<file path="config.mk">
export PLATFORM = sky130hd
export DESIGN_NAME = multicycle_ctrl
export DESIGN_NICKNAME = d
export VERILOG_FILES = /design/src/rtl/multicycle_ctrl.sv
export SDC_FILE = /design/constraint.sdc
export NUM_CORES = 1
export LEC_CHECK = 0
export CAP_MARGIN = 20
export CORE_ASPECT_RATIO = 1.75
export CORE_MARGIN = 2
export CORE_UTILIZATION = 45
export CTS_BUF_LIST = sky130_fd_sc_hd__clkbuf_8
export DETAILED_ROUTE_END_ITERATION = 10
export PLACE_DENSITY = 0.8
export SYNTH_ARGS = -nofsm -noshare
export SYNTH_HDL_FRONTEND = slang
export SYNTH_SLANG_ARGS = --single-unit
</file>
<file path="constraint.sdc">
create_clock -name clk -period 4.1 [get_ports clk]
set_clock_uncertainty 0.2 [all_clocks]
set_input_delay 0.41 -clock clk [delete_from_list [all_inputs] [get_ports clk]]
set_output_delay 0.41 -clock clk [all_outputs]
set_load 0.02 [all_outputs]
</file>
<file path="src/rtl/multicycle_ctrl.sv">
// multicycle_ctrl: multi-cycle instruction sequencer for the single-ALU RV32I datapath.
// Each instruction is walked through FETCH/DECODE/EXEC/MEM/WB. During DECODE the opcode
// is reduced to an instruction class. All later outputs are decoded from the state plus
// that latched class, so they do not depend on the IR contents after DECODE.
module multicycle_ctrl #(
    parameter int RESET_CNT_W = 32
) (
    input  logic                   clk,
    input  logic                   rst,
    input  logic [31:0]            inst,
    input  logic                   imem_ready,
    input  logic                   dmem_ready,
    input  logic                   zero,
    output logic                   imem_req,
    output logic                   ir_we,
    output logic                   dmem_re,
    output logic                   dmem_we,
    output logic                   reg_we,
    output logic                   wb_sel,
    output logic                   pc_we,
    output logic                   pc_sel,
    output logic [1:0]             ALUSrc,
    output logic [1:0]             ALUSrc1,
    output logic                   PCSrc,
    output logic [1:0]             ALUOp,
    output logic                   illegal,
    output logic [RESET_CNT_W-1:0] instret
);

    // Operand-select and ALU operation encodings shared with the datapath
    localparam logic [1:0] SRC_REG   = 2'd0;
    localparam logic [1:0] SRC_IMM   = 2'd1;
    localparam logic [1:0] SRC_ZERO  = 2'd2;
    localparam logic [1:0] SRC_FOUR  = 2'd3;
    localparam logic [1:0] SRC1_REG  = 2'd0;
    localparam logic [1:0] SRC1_ZERO = 2'd1;
    localparam logic [1:0] SRC1_PC   = 2'd2;
    localparam logic       PCSRC_PPC = 1'b1;
    localparam logic       PCSRC_RS1 = 1'b0;
    localparam logic [1:0] OP_R      = 2'd0;
    localparam logic [1:0] OP_I      = 2'd1;
    localparam logic [1:0] OP_J      = 2'd2;
    localparam logic [1:0] OP_BRANCH = 2'd3;

    typedef enum logic [2:0] {
        S_FETCH, S_DECODE, S_EXEC, S_MEM, S_WB, S_TRAP
    } state_e;

    typedef enum logic [3:0] {
        C_R, C_I, C_LOAD, C_STORE, C_BR, C_JAL, C_JALR, C_LUI, C_AUIPC, C_ILL
    } class_e;

    state_e                  state_q, state_d;
    class_e                  class_q, class_d;
    logic [RESET_CNT_W-1:0]  instret_q, instret_d;
    logic                    pc_we_int;
    logic                    alu_hold;
    logic                    unused_inst;

    // Only the opcode field is consumed here; funct3/funct7 go directly to the ALU
    assign unused_inst = ^inst[31:7];

    // State, latched class and retired-instruction counter registers
    always_ff @(posedge clk) begin
        if (rst) begin
            state_q   <= S_FETCH;
            class_q   <= C_R;
            instret_q <= '0;
        end else begin
            state_q   <= state_d;
            class_q   <= class_d;
            instret_q <= instret_d;
        end
    end

    // Next-state logic; the class is captured from the opcode only in DECODE
    always_comb begin
        state_d = state_q;
        class_d = class_q;
        case (state_q)
            S_FETCH: begin
                if (imem_ready) state_d = S_DECODE;
            end
            S_DECODE: begin
                case (inst[6:0])
                    7'b0110011: class_d = C_R;
                    7'b0010011: class_d = C_I;
                    7'b0000011: class_d = C_LOAD;
                    7'b0100011: class_d = C_STORE;
                    7'b1100011: class_d = C_BR;
                    7'b1101111: class_d = C_JAL;
                    7'b1100111: class_d = C_JALR;
                    7'b0110111: class_d = C_LUI;
                    7'b0010111: class_d = C_AUIPC;
                    default:    class_d = C_ILL;
                endcase
                if (class_d == C_ILL) state_d = S_TRAP;
                else                  state_d = S_EXEC;
            end
            S_EXEC: begin
                if (class_q == C_BR)                               state_d = S_FETCH;
                else if ((class_q == C_LOAD) || (class_q == C_STORE)) state_d = S_MEM;
                else                                               state_d = S_WB;
            end
            S_MEM: begin
                if (dmem_ready) begin
                    if (class_q == C_STORE) state_d = S_FETCH;
                    else                    state_d = S_WB;
                end
            end
            S_WB:    state_d = S_FETCH;
            S_TRAP:  state_d = S_TRAP;
            default: state_d = S_FETCH;
        endcase
    end

    // Retired-instruction count advances on every PC update and wraps naturally
    always_comb begin
        instret_d = instret_q + RESET_CNT_W'(pc_we_int);
    end

    // Output decode from state and class; an asserted reset suppresses every enable
    always_comb begin
        imem_req  = 1'b0;
        ir_we     = 1'b0;
        dmem_re   = 1'b0;
        dmem_we   = 1'b0;
        reg_we    = 1'b0;
        wb_sel    = 1'b0;
        pc_we_int = 1'b0;
        pc_sel    = 1'b0;
        ALUSrc    = SRC_REG;
        ALUSrc1   = SRC1_REG;
        ALUOp     = OP_R;
        PCSrc     = PCSRC_PPC;
        alu_hold  = (state_q == S_EXEC) || (state_q == S_MEM) || (state_q == S_WB);
        if (!rst) begin
            if (alu_hold) begin
                case (class_q)
                    C_R:     begin ALUSrc1 = SRC1_REG;  ALUSrc = SRC_REG;  ALUOp = OP_R;      end
                    C_I:     begin ALUSrc1 = SRC1_REG;  ALUSrc = SRC_IMM;  ALUOp = OP_I;      end
                    C_LOAD,
                    C_STORE: begin ALUSrc1 = SRC1_REG;  ALUSrc = SRC_IMM;  ALUOp = OP_J;      end
                    C_LUI:   begin ALUSrc1 = SRC1_ZERO; ALUSrc = SRC_IMM;  ALUOp = OP_J;      end
                    C_AUIPC: begin ALUSrc1 = SRC1_PC;   ALUSrc = SRC_IMM;  ALUOp = OP_J;      end
                    C_BR:    begin ALUSrc1 = SRC1_REG;  ALUSrc = SRC_REG;  ALUOp = OP_BRANCH; end
                    C_JAL:   begin ALUSrc1 = SRC1_PC;   ALUSrc = SRC_FOUR; ALUOp = OP_J;      end
                    C_JALR:  begin ALUSrc1 = SRC1_PC;   ALUSrc = SRC_FOUR; ALUOp = OP_J;
                                   PCSrc = PCSRC_RS1; end
                    default: ;
                endcase
            end
            case (state_q)
                S_FETCH: begin
                    imem_req = 1'b1;
                    ir_we    = imem_ready;
                end
                S_EXEC: begin
                    if (class_q == C_BR) begin
                        pc_we_int = 1'b1;
                        pc_sel    = zero;
                    end
                end
                S_MEM: begin
                    dmem_re = (class_q == C_LOAD);
                    dmem_we = (class_q == C_STORE);
                    if (dmem_ready && (class_q == C_STORE)) pc_we_int = 1'b1;
                end
                S_WB: begin
                    reg_we    = 1'b1;
                    pc_we_int = 1'b1;
                    wb_sel    = (class_q == C_LOAD);
                    pc_sel    = (class_q == C_JAL) || (class_q == C_JALR);
                end
                default: ;
            endcase
        end
    end

    assign pc_we   = pc_we_int;
    assign illegal = !rst && (state_q == S_TRAP);
    assign instret = rst ? '0 : instret_q;

endmodule

</file>
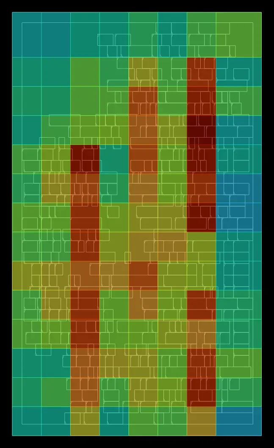
**Above:** run 1 (routing congestion).
grt met3 use: 0.0348
total track usage: 0.196
met1 Use GR: 0.207

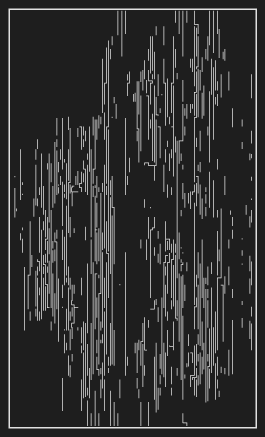
**Above:** run 1 (M2 wires).
- longest straight run: 35.7 µm
- share of all routed wire: 54%
- main direction: vertical

==> out/metrics.yaml, run 1 <==
r2r_start: "class_q[1]"
chipWidth_um: 59.1
path_depth: 11
dpl.cell_count: 404
mux_share: 0.00471
clkbuf_count: 6
cts_sinks: 39
power.switching_mw: 0.207
inv_count: 4
synth_area_per_cell_um2: 7.81
setup_viol: 0
whs_ns: 0.266
min_to: "instret_q[11]"
ys_area_um2: 2390
rsz0062_at_grt: "false"
die_area_um2: 5930
cts-root-buf: "clkbuf_8"
synth-simple-area-share: 0.406
drt_pass1_iterations: 4
highest_layer: "met4"
status: "complete, no violations"
synthesis.area_um2: 2390
cts-resized-gates: 0
m1WireLength_um: 2160
dp_hpwl_um: 4070
p_sw_frac: 0.249
antenna_found_initial: 0
buffer_area_frac: 0.196
netlist_instances: 306
fin_nets: 395
yosys_warnings: 0
ys_ff: 39
post_cts_buffers: 0
fp-row-count: 35
seq_share: 0.251
stdcell_area_um2: 3110
port_buffers: 59
drive_above_1_share: 0.0504
warnings: 51
crit_chain: "nor2b_1 -> a41oi_1 -> o32a_1 -> nor2_1 -> ha_1 -> ha_1 -> nand4_2 -> nor4_4 -> nand4_1 -> xor2_1 -> nor2_1"
clk_share: 0.0379
slowest_delay_ns: 0.55
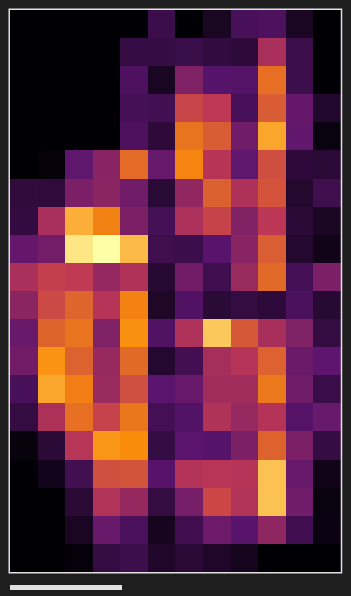
**Above:** run 1 (signal metal coverage by tile).
Bar = 20 µm. 12 x 20 tiles, from black (low) to pale yellow (high), scaled to the fullest tile. Values are wire area over tile area, all layers added.
- emptiest ninth of the die: upper left
- tiles over half the peak: 20%
- nearly empty tiles: 16%
drt total wl: 5430 µm
via count: 2285
drt wl/cell: 13.2 µm

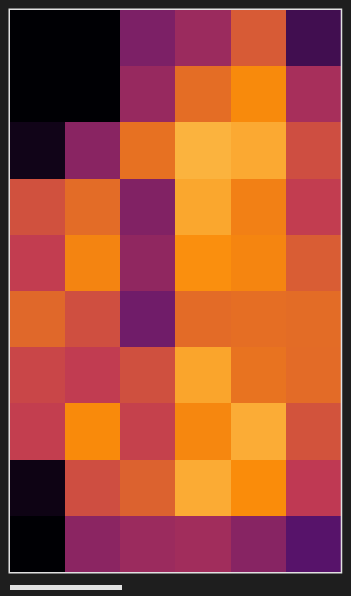
**Above:** run 1 (local utilization).
Bar = 20 µm. 6 x 10 tiles, from black (low) to pale yellow (high), 0 to 100% covered.
- fullest tile: 83%
- mean over tiles: 51%
- tiles over 75% full: 13%
- emptiest ninth of the die: upper left
total core area: 5210 µm²
fp_density: 0.458
final core area utilization: 0.596

[run 1: stage by stage]
stage	worst slack, ns	utilization
6_report	0.567	0.596
5_1_grt	0.223	0.596
4_1_cts	0.582	0.596
3_5_place_dp	0.497	0.573
3_3_place_gp	0.533	0.573
2_1_floorplan	0.874	-
[run 1: power groups by stage]
stage | clock (mW) | sequential [mW] | combinational, mW
5_1_grt | 0.361 | 0.395 | 0.113
3_3_place_gp | 0 | 0.402 | 0.0980
4_1_cts | 0.342 | 0.394 | 0.101
6_report | 0.335 | 0.394 | 0.102
3_5_place_dp | 0 | 0.403 | 0.101
2_1_floorplan | 0 | 0.398 | 0.0689
[run 1: flip-flops by register name (all words and copies together), names as in the netlist]
name       flops
class_q        4
instret_q     32
state_q        3
[run 1: kinds of logic (layout without fill, tap and decap cells)]
| family | Yosys count | in the layout |
|---|---|---|
| compound gates | 39 | 39 |
| xor+xnor | 31 | 31 |
| fa+ha+maj | 2 | 2 |
| buf+inv | 23 | 74 |
| flops | 39 | 39 |
| mux | 1 | 1 |
| simple gates | 171 | 171 |
[run 1: cells in the final DEF (no fill, tap or decap), types with 2 or more instances in the layout]
master	n
and4_1	4
nor2_1	45
o21ai_0	10
clkdlybuf4s50_1	58
nand4_2	2
and2_1	3
inv_1	4
a311oi_1	2
nor3_1	7
nor3b_1	3
xor2_1	23
buf_4	3
or3_1	3
dfxtp_1	39
a31oi_1	4
clkbuf_8	6
xnor2_1	8
a21oi_1	13
and3_1	7
ha_1	2
nand2_1	16
nand2b_1	8
a41oi_1	2
nor4_4	2
nand4_1	7
nor4_1	6
nor2b_1	39
nand3_1	14
==> run 1 -> run 2 <==
--- a/config.mk
+++ b/config.mk
@@ -5,6 +5,7 @@
 export SDC_FILE = /design/constraint.sdc
 export NUM_CORES = 1
 export LEC_CHECK = 0
+export ABC_CLOCK_PERIOD_IN_PS = 4100
 export CAP_MARGIN = 20
 export CORE_ASPECT_RATIO = 1.75
 export CORE_MARGIN = 2
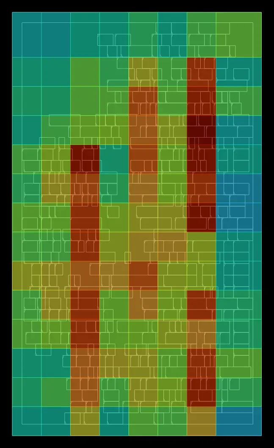
**Above:** run 2 (routing congestion).
layer with the highest usage: met2
M2 GR Usage: 0.360

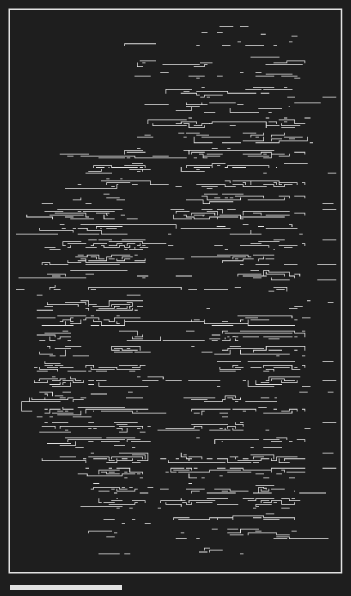
**Above:** run 2 (the metal 1 layer).
Bar = 20 µm.
- longest straight run: 17.0 µm
- share of all routed wire: 40%
- main direction: horizontal
- nets with wire on the layer: 328

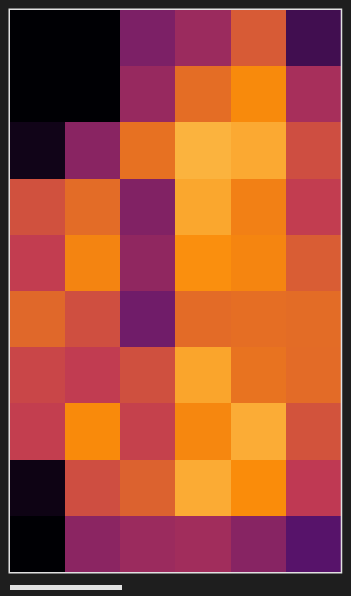
**Above:** run 2 (local utilization).
Bar = 20 µm. 6 x 10 tiles, from black (low) to pale yellow (high), 0 to 100% covered.
- tiles over 75% full: 13%
- emptiest ninth of the die: upper left
- densest ninth of the die: middle right
- fullest tile: 83%

==> run 2 against run 1 <==
Net effect:
- synthesized cell count stayed put
- first-iteration DRC count unchanged
- final area is the same
- clock-buffer cell count unchanged
- sequential power about the same
- via count did not move
- largest power group unchanged
- power stayed put
- sequential share of layout area did not move
- critical endpoint unchanged
- register-to-register slack is essentially flat
- critical path depth is the same
==> out/metrics.yaml, run 2 <==
status: "complete, no violations"
warnings: 51
fp_util: 0.458
fin_util: 0.596
ys_area_um2: 2390
coreArea_um2: 5210
drive_above_1_share: 0.0504
critical_path_class: "register to register"
fp-row-count: 35
chipWidth_um: 59.1
crit_chain: "nor2b_1 -> a41oi_1 -> o32a_1 -> nor2_1 -> ha_1 -> ha_1 -> nand4_2 -> nor4_4 -> nand4_1 -> xor2_1 -> nor2_1"
dp_hpwl_um: 4070
port_buffers: 59
synth_area_per_cell_um2: 7.81
wirelength_um: 5430
crit_path_end_kind: "register"
regMostFlops: "instret_q"
slowest_delay_ns: 0.55
cp_num_buf_inv: 0
dpl.cell_count: 404
netlist_instances: 306
cts-root-buf: "clkbuf_8"
grt_use_met1: 0.207
post_cts_buffers: 0
rsz0062_at_grt: "false"
ys_ff: 39
routedWlPerCell_um: 13.2
largest_reg_flops: 32
drt_pass1_iterations: 4
fin_nets: 395
min_to: "instret_q[11]"
grt_util_all_layers: 0.196
antenna_found_initial: 0
cts_sinks: 39
use_met3: 0.0348
cts-resized-gates: 0
most-common-layout-cells: "clkdlybuf4s50_1 (58), nor2_1 (45), nor2b_1 (39), dfxtp_1 (39), xor2_1 (23)"
m1WireLength_um: 2160
yosys_warnings: 0
die_area_um2: 5930
r2r_start: "class_q[1]"
synthesis.area_um2: 2390
run 2: cell counts after synthesis:
Identical to the previous run, type by type.
run 2: power by group:
group	leakage, nW	switching (mW)	total, mW	internal (mW)
clock network	0.0612	0.138	0.335	0.197
logic	0.754	0.0593	0.102	0.0425
registers	0.315	0.00983	0.394	0.384
run 2: stage by stage:
stage / setup WS [ns] / hold WS, ns / instance area [µm²]
floorplan: 0.874 / 0.272 / 2390
global placement: 0.533 / 0.288 / 2990
detailed placement: 0.497 / 0.299 / 2990
CTS: 0.582 / 0.272 / 3110
global route: 0.223 / 0.288 / 3110
finish: 0.567 / 0.266 / 3110
run 2: area by class of cell:
class,instances,area [µm²],area share
inverters,4,15.0,0.00483
well taps,55,68.8,0.0222
multi-input cells,244,1520,0.488
clock inverters,2,35.0,0.0113
clock buffers,6,82.6,0.0266
flip-flops and latches,39,781,0.251
repair buffers,62,608,0.196
run 2: worst max-delay path by stage:
stage               start       endpoint  slack, ns  cells after the start
2_1_floorplan  class_q[2]  instret_q[28]       0.87                     12
3_3_place_gp   dmem_ready  instret_q[22]       0.53                     11
3_5_place_dp   dmem_ready  instret_q[22]       0.50                     11
4_1_cts        class_q[1]  instret_q[22]       0.58                     11
5_1_grt        class_q[1]  instret_q[26]       0.22                     11
6_report       class_q[1]  instret_q[22]       0.57                     11
run 2: cells by family after synthesis:
group / Yosys count / share of synthesized area
multiplexers: 1 / 0.00471
adder cells (fa/ha/maj): 2 / 0.0105
flip-flops: 39 / 0.327
buffers and inverters: 23 / 0.0388
AND-OR/OR-AND: 39 / 0.0995
AND/OR/NAND/NOR: 171 / 0.406
XOR/XNOR: 31 / 0.114
==> run 2 -> run 3 <==
--- a/config.mk
+++ b/config.mk
@@ -6,7 +6,6 @@
 export NUM_CORES = 1
 export LEC_CHECK = 0
 export ABC_CLOCK_PERIOD_IN_PS = 4100
-export CAP_MARGIN = 20
 export CORE_ASPECT_RATIO = 1.75
 export CORE_MARGIN = 2
 export CORE_UTILIZATION = 45
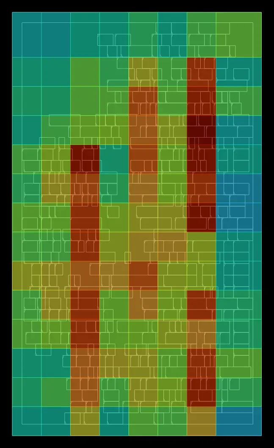
**Above:** run 3 (routing congestion).

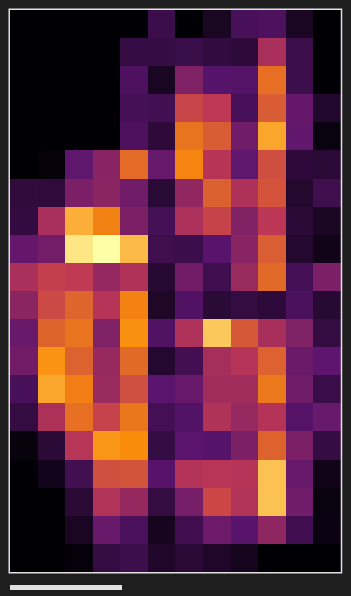
**Above:** run 3 (signal metal coverage by tile).
Bar = 20 µm. 12 x 20 tiles, from black (low) to pale yellow (high), scaled to the fullest tile. Values are wire area over tile area, all layers added.
- mean over tiles: 0.15
- nearly empty tiles: 16%
- emptiest ninth of the die: upper left
- fullest tile: 0.49

==> run 3 against run 2 <==
Net effect:
- highest routed layer unchanged
- final area unchanged
- sequential share of layout area is the same
- largest power group unchanged
- final cell count did not move
- worst setup slack is the same
==> out/metrics.yaml, run 3 <==
post_cts_buffers: 0
cts-root-buf: "clkbuf_8"
dp_worst_setup_slack_ns: 0.497
coreArea_um2: 5210
final_common_cell: "clkdlybuf4s50_1"
fp_util: 0.458
ys_ff: 39
fin_util: 0.596
wirelength_um: 5430
critical_path_class: "register to register"
setup_ws_ns: 0.567
use_met3: 0.0348
vias: 2285
most-common-layout-cells: "clkdlybuf4s50_1 (58), nor2_1 (45), nor2b_1 (39), dfxtp_1 (39), xor2_1 (23)"
setup_viol: 0
htreeDepth: 2
yosys_warnings: 0
place_area_um2: 2990
cts_sinks: 39
mux_share: 0.00471
status: "complete, no violations"
netlist_instances: 306
warnings: 51
synth_area_per_cell_um2: 7.81
largest_reg_flops: 32
rsz0062_at_grt: "false"
chipWidth_um: 59.1
port_buffers: 59
ys_sh_aoi: 0.0995
reg_top3: "instret_q x32, class_q x4, state_q x3"
drive_above_1_share: 0.0504
regMostFlops: "instret_q"
max_freq_mhz: 283
synthesis.area_um2: 2390
dpl.cell_count: 404
topCombFamilyByArea: "simple AND/OR/NAND/NOR gates"
slowest_delay_ns: 0.55
grt_use_met1: 0.207
top_usage_layer: "met2"
grt_util_all_layers: 0.196
ys_area_um2: 2390
synth-simple-area-share: 0.406
ys_sh_adder: 0.0105
stdcell_area_um2: 3110
drt_pass1_iterations: 4
cp_num_buf_inv: 0
die_area_um2: 5930
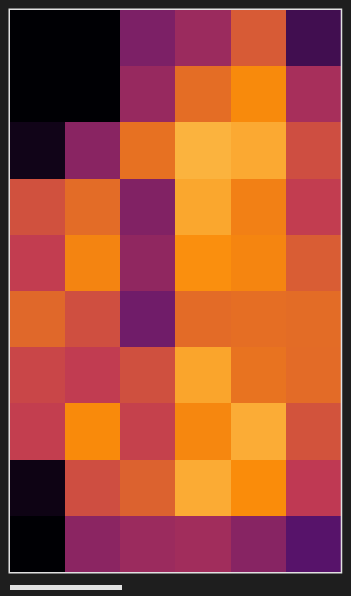
**Above:** run 3 (local utilization).
Bar = 20 µm. 6 x 10 tiles, from black (low) to pale yellow (high), 0 to 100% covered.
- mean over tiles: 51%
- fullest tile: 83%
- densest ninth of the die: middle right
- tiles over 75% full: 13%
- emptiest ninth of the die: upper left
- nearly empty tiles: 8.3%

## run 3: cell counts after synthesis
No cell type changed its count.
## run 3: power breakdown
group          leakage (nW)  switching, mW  internal [mW]
Sequential            0.315        0.00983          0.384
Combinational         0.754         0.0593         0.0425
Clock                0.0612          0.138          0.197
## run 3: worst paths after layout
kind,start,slack (ns),depth (start not counted),to
setup reg to reg,class_q[1],0.57,11,instret_q[22]
hold reg to reg,instret_q[31],0.31,2,instret_q[31]
hold / removal,rst,0.27,2,instret_q[11]
setup / recovery,class_q[1],0.57,11,instret_q[22]
## run 3: routing by layer
layer | vias up | wire (µm)
met5 | - | 0
li1 | 1152 | -
met1 | 1052 | 2160
met3 | 13 | 196
met2 | 68 | 2920
met4 | 0 | 150
## run 3: kinds of logic after synthesis
family | count (synthesis)
muxes | 1
and+or+nand+nor | 171
AOI/OAI and AO/OA | 39
buffers and inverters | 23
DFF | 39
xor gates and xnor gates | 31
adders and majority gates | 2
## run 3: area by class of cell
type | count | area, µm²
sequential | 39 | 781
clock buffer | 6 | 82.6
multi-input combinational | 244 | 1520
tap | 55 | 68.8
fill | 493 | 2110
clock inverter | 2 | 35.0
timing repair buffer | 62 | 608
inverter | 4 | 15.0
No activity file was given, so power comes from the tool's default toggle rates.
